`config.mk`:
```
export PLATFORM = sky130hd
export DESIGN_NAME = fetch_redirect_ctrl_flat
export DESIGN_NICKNAME = d
export VERILOG_FILES = /design/src/rtl/fetch_redirect_ctrl_pkg.sv /design/src/rtl/fetch_redirect_ctrl_if.sv /design/src/rtl/fetch_redirect_ctrl_hazard_detect.sv /design/src/rtl/fetch_redirect_ctrl.sv /design/src/flat_wrapper.sv
export SDC_FILE = /design/constraint.sdc
export NUM_CORES = 1
export LEC_CHECK = 0
export CAP_MARGIN = 20
export CORE_UTILIZATION = 45
export DETAILED_ROUTE_END_ITERATION = 10
export PLACE_DENSITY = 0.88
export SYNTH_ARGS = -nofsm -noshare
export SYNTH_HDL_FRONTEND = slang
export SYNTH_HIERARCHICAL = 1
export SYNTH_SLANG_ARGS = --single-unit
export TNS_END_PERCENT = 100
```
`constraint.sdc`:
```
create_clock -name clk -period 5.9 [get_ports clk]
set_input_delay 1.77 -clock clk [delete_from_list [all_inputs] [get_ports clk]]
set_output_delay 1.77 -clock clk [all_outputs]
set_load 0.01 [all_outputs]
```
`src/rtl/fetch_redirect_ctrl_pkg.sv`:
```
// Shared decode constants for the fetch redirect controller.
package fetch_redirect_ctrl_pkg;

  typedef enum logic [5:0] {
    OP_RTYPE = 6'h00,
    OP_J     = 6'h02,
    OP_JAL   = 6'h03,
    OP_BEQ   = 6'h04,
    OP_BNE   = 6'h05
  } opcode_e;

  localparam logic [31:0] NOP = 32'h0000_0000;

  localparam int OP_HI  = 31;
  localparam int OP_LO  = 26;
  localparam int RS_HI  = 25;
  localparam int RS_LO  = 21;
  localparam int RT_HI  = 20;
  localparam int RT_LO  = 16;
  localparam int IMM_HI = 15;
  localparam int JT_HI  = 25;

  function automatic logic [5:0] get_op(input logic [31:0] w);
    return w[OP_HI:OP_LO];
  endfunction

  function automatic logic [4:0] get_rs(input logic [31:0] w);
    return w[RS_HI:RS_LO];
  endfunction

  function automatic logic [4:0] get_rt(input logic [31:0] w);
    return w[RT_HI:RT_LO];
  endfunction

endpackage

```
`src/rtl/fetch_redirect_ctrl_if.sv`:
```
// IF/ID-side bus: fetch inputs, ID operands, EX/MEM hazard info, PC controls.
interface fetch_redirect_ctrl_if #(
  parameter int B     = 32,
  parameter int CNT_W = 16
);
  logic [B-1:0]     if_instr;
  logic [B-1:0]     if_pc_incr;
  logic [B-1:0]     id_rs_data;
  logic [B-1:0]     id_rt_data;
  logic             ex_mem_read;
  logic             ex_reg_write;
  logic [4:0]       ex_rd;
  logic             mem_mem_read;
  logic [4:0]       mem_rd;
  logic             disa;
  logic             pc_src;
  logic             jump;
  logic [B-1:0]     pc_branch;
  logic [B-1:0]     pc_jump;
  logic [B-1:0]     ifid_instr;
  logic [B-1:0]     ifid_pc_incr;
  logic             idex_bubble;
  logic [CNT_W-1:0] stall_count;
  logic [CNT_W-1:0] flush_count;

  modport slave (
    input  if_instr, if_pc_incr, id_rs_data, id_rt_data,
           ex_mem_read, ex_reg_write, ex_rd, mem_mem_read, mem_rd,
    output disa, pc_src, jump, pc_branch, pc_jump, ifid_instr,
           ifid_pc_incr, idex_bubble, stall_count, flush_count
  );

  modport master (
    output if_instr, if_pc_incr, id_rs_data, id_rt_data,
           ex_mem_read, ex_reg_write, ex_rd, mem_mem_read, mem_rd,
    input  disa, pc_src, jump, pc_branch, pc_jump, ifid_instr,
           ifid_pc_incr, idex_bubble, stall_count, flush_count
  );
endinterface

```
`src/rtl/fetch_redirect_ctrl_hazard_detect.sv`:
```
// Combinational stall detection: load-use and branch operands not yet ready.
module hazard_detect
  import fetch_redirect_ctrl_pkg::*;
(
  input  logic       valid,
  input  logic [5:0] op,
  input  logic [4:0] rs,
  input  logic [4:0] rt,
  input  logic       ex_mem_read,
  input  logic       ex_reg_write,
  input  logic [4:0] ex_rd,
  input  logic       mem_mem_read,
  input  logic [4:0] mem_rd,
  output logic       stall
);
  logic is_br, uses_rt, ex_hit_rs, ex_hit_rt, mem_hit;
  logic load_use, br_alu, br_load;

  // Branches compare in ID, so they need both operands from EX (ALU) or MEM (load).
  always_comb begin
    is_br     = (op == OP_BEQ) || (op == OP_BNE);
    uses_rt   = is_br || (op == OP_RTYPE);
    ex_hit_rs = (ex_rd != 5'd0) && (ex_rd == rs);
    ex_hit_rt = (ex_rd != 5'd0) && (ex_rd == rt);
    mem_hit   = (mem_rd != 5'd0) && ((mem_rd == rs) || (mem_rd == rt));
    load_use  = ex_mem_read && (ex_hit_rs || (uses_rt && ex_hit_rt));
    br_alu    = is_br && ex_reg_write && !ex_mem_read && (ex_hit_rs || ex_hit_rt);
    br_load   = is_br && mem_mem_read && mem_hit;
    stall     = valid && (load_use || br_alu || br_load);
  end
endmodule

```
`src/rtl/fetch_redirect_ctrl.sv`:
```
// IF/ID register, branch/jump decode in ID, PC control and stall/flush counters.
module fetch_redirect_ctrl
  import fetch_redirect_ctrl_pkg::*;
#(
  parameter int B     = 32,
  parameter int CNT_W = 16
)(
  input  logic              clk,
  input  logic              reset,
  fetch_redirect_ctrl_if.slave bus
);
  logic [B-1:0]     instr_q, pc_q;
  logic             valid_q;
  logic [CNT_W-1:0] stall_cnt_q, flush_cnt_q;

  logic [5:0]   op;
  logic         is_beq, is_bne, is_jmp, taken, stall, redirect;
  logic [B-1:0] br_off;

  assign op = get_op(instr_q[31:0]);

  hazard_detect u_hz (
    .valid        (valid_q),
    .op           (op),
    .rs           (get_rs(instr_q[31:0])),
    .rt           (get_rt(instr_q[31:0])),
    .ex_mem_read  (bus.ex_mem_read),
    .ex_reg_write (bus.ex_reg_write),
    .ex_rd        (bus.ex_rd),
    .mem_mem_read (bus.mem_mem_read),
    .mem_rd       (bus.mem_rd),
    .stall        (stall)
  );

  // ID decode and redirect resolution; a stall suppresses any redirect.
  always_comb begin
    is_beq   = valid_q && (op == OP_BEQ);
    is_bne   = valid_q && (op == OP_BNE);
    is_jmp   = valid_q && ((op == OP_J) || (op == OP_JAL));
    taken    = (is_beq && (bus.id_rs_data == bus.id_rt_data)) ||
               (is_bne && (bus.id_rs_data != bus.id_rt_data));
    redirect = !stall && (taken || is_jmp);
    br_off   = {{(B-18){instr_q[IMM_HI]}}, instr_q[IMM_HI:0], 2'b00};
  end

  assign bus.disa         = stall;
  assign bus.idex_bubble  = stall;
  assign bus.pc_src       = !stall && taken;
  assign bus.jump         = !stall && is_jmp;
  assign bus.pc_branch    = pc_q + br_off;
  assign bus.pc_jump      = {pc_q[B-1:B-4], instr_q[JT_HI:0], 2'b00};
  assign bus.ifid_instr   = instr_q;
  assign bus.ifid_pc_incr = pc_q;
  assign bus.stall_count  = stall_cnt_q;
  assign bus.flush_count  = flush_cnt_q;

  // IF/ID register: hold on stall, kill wrong-path fetch on redirect.
  always_ff @(posedge clk) begin
    if (reset) begin
      instr_q <= '0;
      pc_q    <= '0;
      valid_q <= 1'b0;
    end else if (stall) begin
      instr_q <= instr_q;
    end else if (redirect) begin
      instr_q <= B'(NOP);
      valid_q <= 1'b0;
      pc_q    <= bus.if_pc_incr;
    end else begin
      instr_q <= bus.if_instr;
      pc_q    <= bus.if_pc_incr;
      valid_q <= 1'b1;
    end
  end

  // Saturating stall/flush counters, cleared only by reset.
  always_ff @(posedge clk) begin
    if (reset) begin
      stall_cnt_q <= '0;
      flush_cnt_q <= '0;
    end else begin
      if (stall && (stall_cnt_q != '1))
        stall_cnt_q <= stall_cnt_q + 1'b1;
      if (redirect && (flush_cnt_q != '1))
        flush_cnt_q <= flush_cnt_q + 1'b1;
    end
  end
endmodule

```
`src/flat_wrapper.sv`:
```
// flat-port wrapper written by rule: the top's interface ports become plain ports
module fetch_redirect_ctrl_flat import fetch_redirect_ctrl_pkg::*;
#(
  parameter int B     = 32,
  parameter int CNT_W = 16
)
  (clk, reset, bus_if_instr, bus_if_pc_incr, bus_id_rs_data, bus_id_rt_data, bus_ex_mem_read, bus_ex_reg_write, bus_ex_rd, bus_mem_mem_read, bus_mem_rd, bus_disa, bus_pc_src, bus_jump, bus_pc_branch, bus_pc_jump, bus_ifid_instr, bus_ifid_pc_incr, bus_idex_bubble, bus_stall_count, bus_flush_count);
  fetch_redirect_ctrl_if #(.B(B), .CNT_W(CNT_W)) bus_i ();
  input  logic clk;
  input  logic reset;
  input wire logic [$bits(bus_i.if_instr)-1:0] bus_if_instr;
  input wire logic [$bits(bus_i.if_pc_incr)-1:0] bus_if_pc_incr;
  input wire logic [$bits(bus_i.id_rs_data)-1:0] bus_id_rs_data;
  input wire logic [$bits(bus_i.id_rt_data)-1:0] bus_id_rt_data;
  input wire logic [$bits(bus_i.ex_mem_read)-1:0] bus_ex_mem_read;
  input wire logic [$bits(bus_i.ex_reg_write)-1:0] bus_ex_reg_write;
  input wire logic [$bits(bus_i.ex_rd)-1:0] bus_ex_rd;
  input wire logic [$bits(bus_i.mem_mem_read)-1:0] bus_mem_mem_read;
  input wire logic [$bits(bus_i.mem_rd)-1:0] bus_mem_rd;
  output wire logic [$bits(bus_i.disa)-1:0] bus_disa;
  output wire logic [$bits(bus_i.pc_src)-1:0] bus_pc_src;
  output wire logic [$bits(bus_i.jump)-1:0] bus_jump;
  output wire logic [$bits(bus_i.pc_branch)-1:0] bus_pc_branch;
  output wire logic [$bits(bus_i.pc_jump)-1:0] bus_pc_jump;
  output wire logic [$bits(bus_i.ifid_instr)-1:0] bus_ifid_instr;
  output wire logic [$bits(bus_i.ifid_pc_incr)-1:0] bus_ifid_pc_incr;
  output wire logic [$bits(bus_i.idex_bubble)-1:0] bus_idex_bubble;
  output wire logic [$bits(bus_i.stall_count)-1:0] bus_stall_count;
  output wire logic [$bits(bus_i.flush_count)-1:0] bus_flush_count;
  assign bus_i.if_instr = bus_if_instr;
  assign bus_i.if_pc_incr = bus_if_pc_incr;
  assign bus_i.id_rs_data = bus_id_rs_data;
  assign bus_i.id_rt_data = bus_id_rt_data;
  assign bus_i.ex_mem_read = bus_ex_mem_read;
  assign bus_i.ex_reg_write = bus_ex_reg_write;
  assign bus_i.ex_rd = bus_ex_rd;
  assign bus_i.mem_mem_read = bus_mem_mem_read;
  assign bus_i.mem_rd = bus_mem_rd;
  assign bus_disa = bus_i.disa;
  assign bus_pc_src = bus_i.pc_src;
  assign bus_jump = bus_i.jump;
  assign bus_pc_branch = bus_i.pc_branch;
  assign bus_pc_jump = bus_i.pc_jump;
  assign bus_ifid_instr = bus_i.ifid_instr;
  assign bus_ifid_pc_incr = bus_i.ifid_pc_incr;
  assign bus_idex_bubble = bus_i.idex_bubble;
  assign bus_stall_count = bus_i.stall_count;
  assign bus_flush_count = bus_i.flush_count;
  fetch_redirect_ctrl #(.B(B), .CNT_W(CNT_W)) u_core (.clk(clk), .reset(reset), .bus(bus_i));
endmodule
```
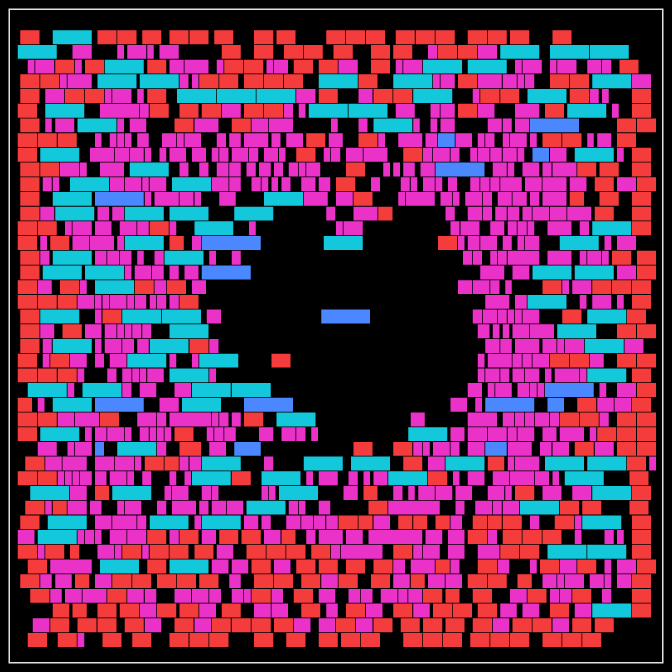
class_map.png
[magenta] remaining logic cells | cells: 591 | share of their area: 43%
[cyan] registers | cells: 97 | share of their area: 20%
[red] remaining buffers and delay cells | cells: 325 | share of their area: 34%
[blue] clock drivers and dummy loads | cells: 16 | share of their area: 3.3%

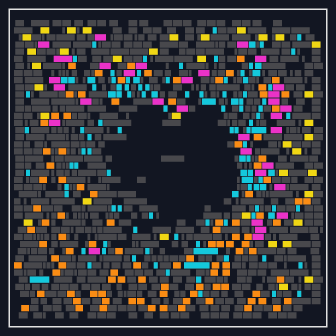
gates.png
[cyan] aoi and oai cells | cells: 112
[magenta] fa/ha/maj cells | cells: 32
[orange] xor and xnor cells | cells: 103 | where: spread over the die
[yellow] mux cells | cells: 36 | where: spread over the die
most frequent logic cell in the layout: sky130_fd_sc_hd__clkdlybuf4s50_1
number of standard cells in the layout, taps in and fillers out: 1205
share of the final layout cell area in multi-input gates: 0.414

==> flow_metrics.tcl <==
# implementation run metrics
set metrics [dict create \
    post-dp-hpwl_um 15500 \
    timing_hold_violations_final 0 \
    min_path_cells 2 \
    antenna_cells_inserted 0 \
    crit_path_start_kind "input port" \
    worstPathRequired_ns 4.13 \
    powerSeq_mw 0.721 \
    pg_comb_mw 0.539 \
    floorplan.core_util 0.469 \
    stdcell_area_um2 9740 \
    drive_above_1_share 0.0603 \
    power_leader "registers" \
    power_report.internal_total_mw 1.34 \
    die-area_um2 14600 \
    p_switching_mw 0.535 \
    powerDensity_nw_per_um2 193 \
    postPlaceCellArea_um2 9380 \
    yosys_cell_count 755 \
    core-area_um2 13500 \
    power.share.sequential 0.385 \
    io_buffers 304 \
    grtUsageTotal 0.271 \
    dr.pass1.iters 5 \
    timing.critical_path.arrival_ns 4.04 \
    ff2ff_path_depth 14 \
    synth.yosys.chip_area_um2 6330 \
    route.detailed.vias_per_inst 5.35 \
    cts.htree.levels 3 \
    areaGrowthSynthToFinish_pct 53.8 \
    num_io_pins 307 \
    drt_iter0_markers 473 \
    min_to "u_core/bus.ifid_instr[12]" \
    design_power_total_mw 1.88 \
    layout_setup_ws_ns 0.0894 \
    max_stage_delay_ns 0.55 \
    synth.distinct_cells 54 \
    synth_area_um2 6330 \
    comb_power_share 0.287 \
    worst_path_max_delay_cell "sky130_fd_sc_hd__clkdlybuf4s50_1" \
    cts_sinks 97 \
    route.final.wire_length_um 20300 \
    clockRootBuffer "sky130_fd_sc_hd__clkbuf_16" \
    max_freq_mhz 172 \
    endpoint_type_of_the_worst_setup_path "output port" \
    crit_chain "clkdlybuf4s50_1 > buf_4 > xnor2_1 > nand3_1 > nor3_1 > a31oi_1 > o32ai_4 > buf_4 > clkdlybuf4s50_1" \
    timing.critical_path.fanout_max 11 \
    sw_frac_of_total 0.285 \
    cts-hold-fix-buffers 0 \
    timing.setup.tns_ns 0 \
    place_congestion 0.917 \
    post-route-period-util 0.985 \
    ys.flop_type "sky130_fd_sc_hd__dfxtp_1" \
    clock_net_power_mw 0.615 \
    placedCellCount 1187 \
    setup_viol_count_final 0 \
    cts_tree "yes" \
    r2r_end "u_core/bus.flush_count[0]" \
    clockBufferDepth 2 \
    pre_cts_setup_slack_ns -0.285 \
    worstHoldStart "u_core/bus.ifid_instr[12]" \
    core.rowCount 42 \
    post_drt_wl_per_cell_um 16.9 \
    status "finished, final reports clean" \
    tool_warnings 26 \
    cellLeakagePower_nw 3.69 \
    fin_hold_ws_ns 0.507 \
    worst_pin_slew_ns 1.04 \
    irDropWorstVdd_mv 0.280 \
    slew_viol_final 0 \
    antenna_violating_nets_post_route 0 \
    synth_top_cell_by_count "sky130_fd_sc_hd__dfxtp_1" \
    globalRouteOverflowTotal 0 \
]
[timing repair]
item / in CTS / in global routing
buffers inserted: 1 / 0
endpoints found under the setup margin: 2 / 2
gates cloned: 0 / 0
gates resized: 8 / 3
[cell families (layout without fill, tap and decap cells)]
logic type,Yosys count,count (layout),share of synthesized area
AND-OR/OR-AND,133,133,0.129
XOR/XNOR,103,103,0.142
adder cells (fa/ha/maj),32,32,0.0644
buffers and inverters,79,352,0.0691
flip-flops,97,97,0.307
multiplexers,36,36,0.0569
other,1,2,0.000592
AND/OR/NAND/NOR,274,274,0.231
[registers in the layout, summed over array words and instances, names as in the netlist]
signal and cells:
u_core/bus.flush_count 16, u_core/valid_q 1, u_core/bus.ifid_pc_incr 32, u_core/bus.ifid_instr 32, u_core/bus.stall_count 16
[tightest hold or removal path: cells and delay by family (launching register included)]
kind | cells | cell delay (ns)
simple gates | 1 | 0.07
flops | 1 | 0.34
compound gates | 1 | 0.05
[layout make-up]
cell class	count	area, um^2
clock buffers	10	239
repair buffers	325	3190
well taps	176	220
clock inverters	6	72.6
inverters	11	41.3
fillers	988	3770
multi-input cells	580	4030
flip-flops and latches	97	1940
[worst max-delay path by stage]
| stage | from | to | depth (start not counted) |
|---|---|---|---|
| floorplan | bus_mem_rd[1] | bus_jump | 6 |
| global placement | bus_mem_rd[3] | bus_jump | 8 |
| detailed placement | bus_mem_rd[3] | bus_jump | 8 |
| CTS | bus_ex_rd[3] | bus_jump | 10 |
| global route | bus_ex_rd[1] | bus_idex_bubble | 9 |
| finish | bus_ex_rd[1] | bus_idex_bubble | 9 |
[routing by layer]
layer / vias to the layer above / routed length [um] / GRT usage
li1: 3132 / - / -
met1: 3049 / 8530 / 0.315
met2: 242 / 10100 / 0.478
met3: 23 / 1480 / 0.0868
met4: 0 / 224 / 0.0671
met5: - / 0 / 0
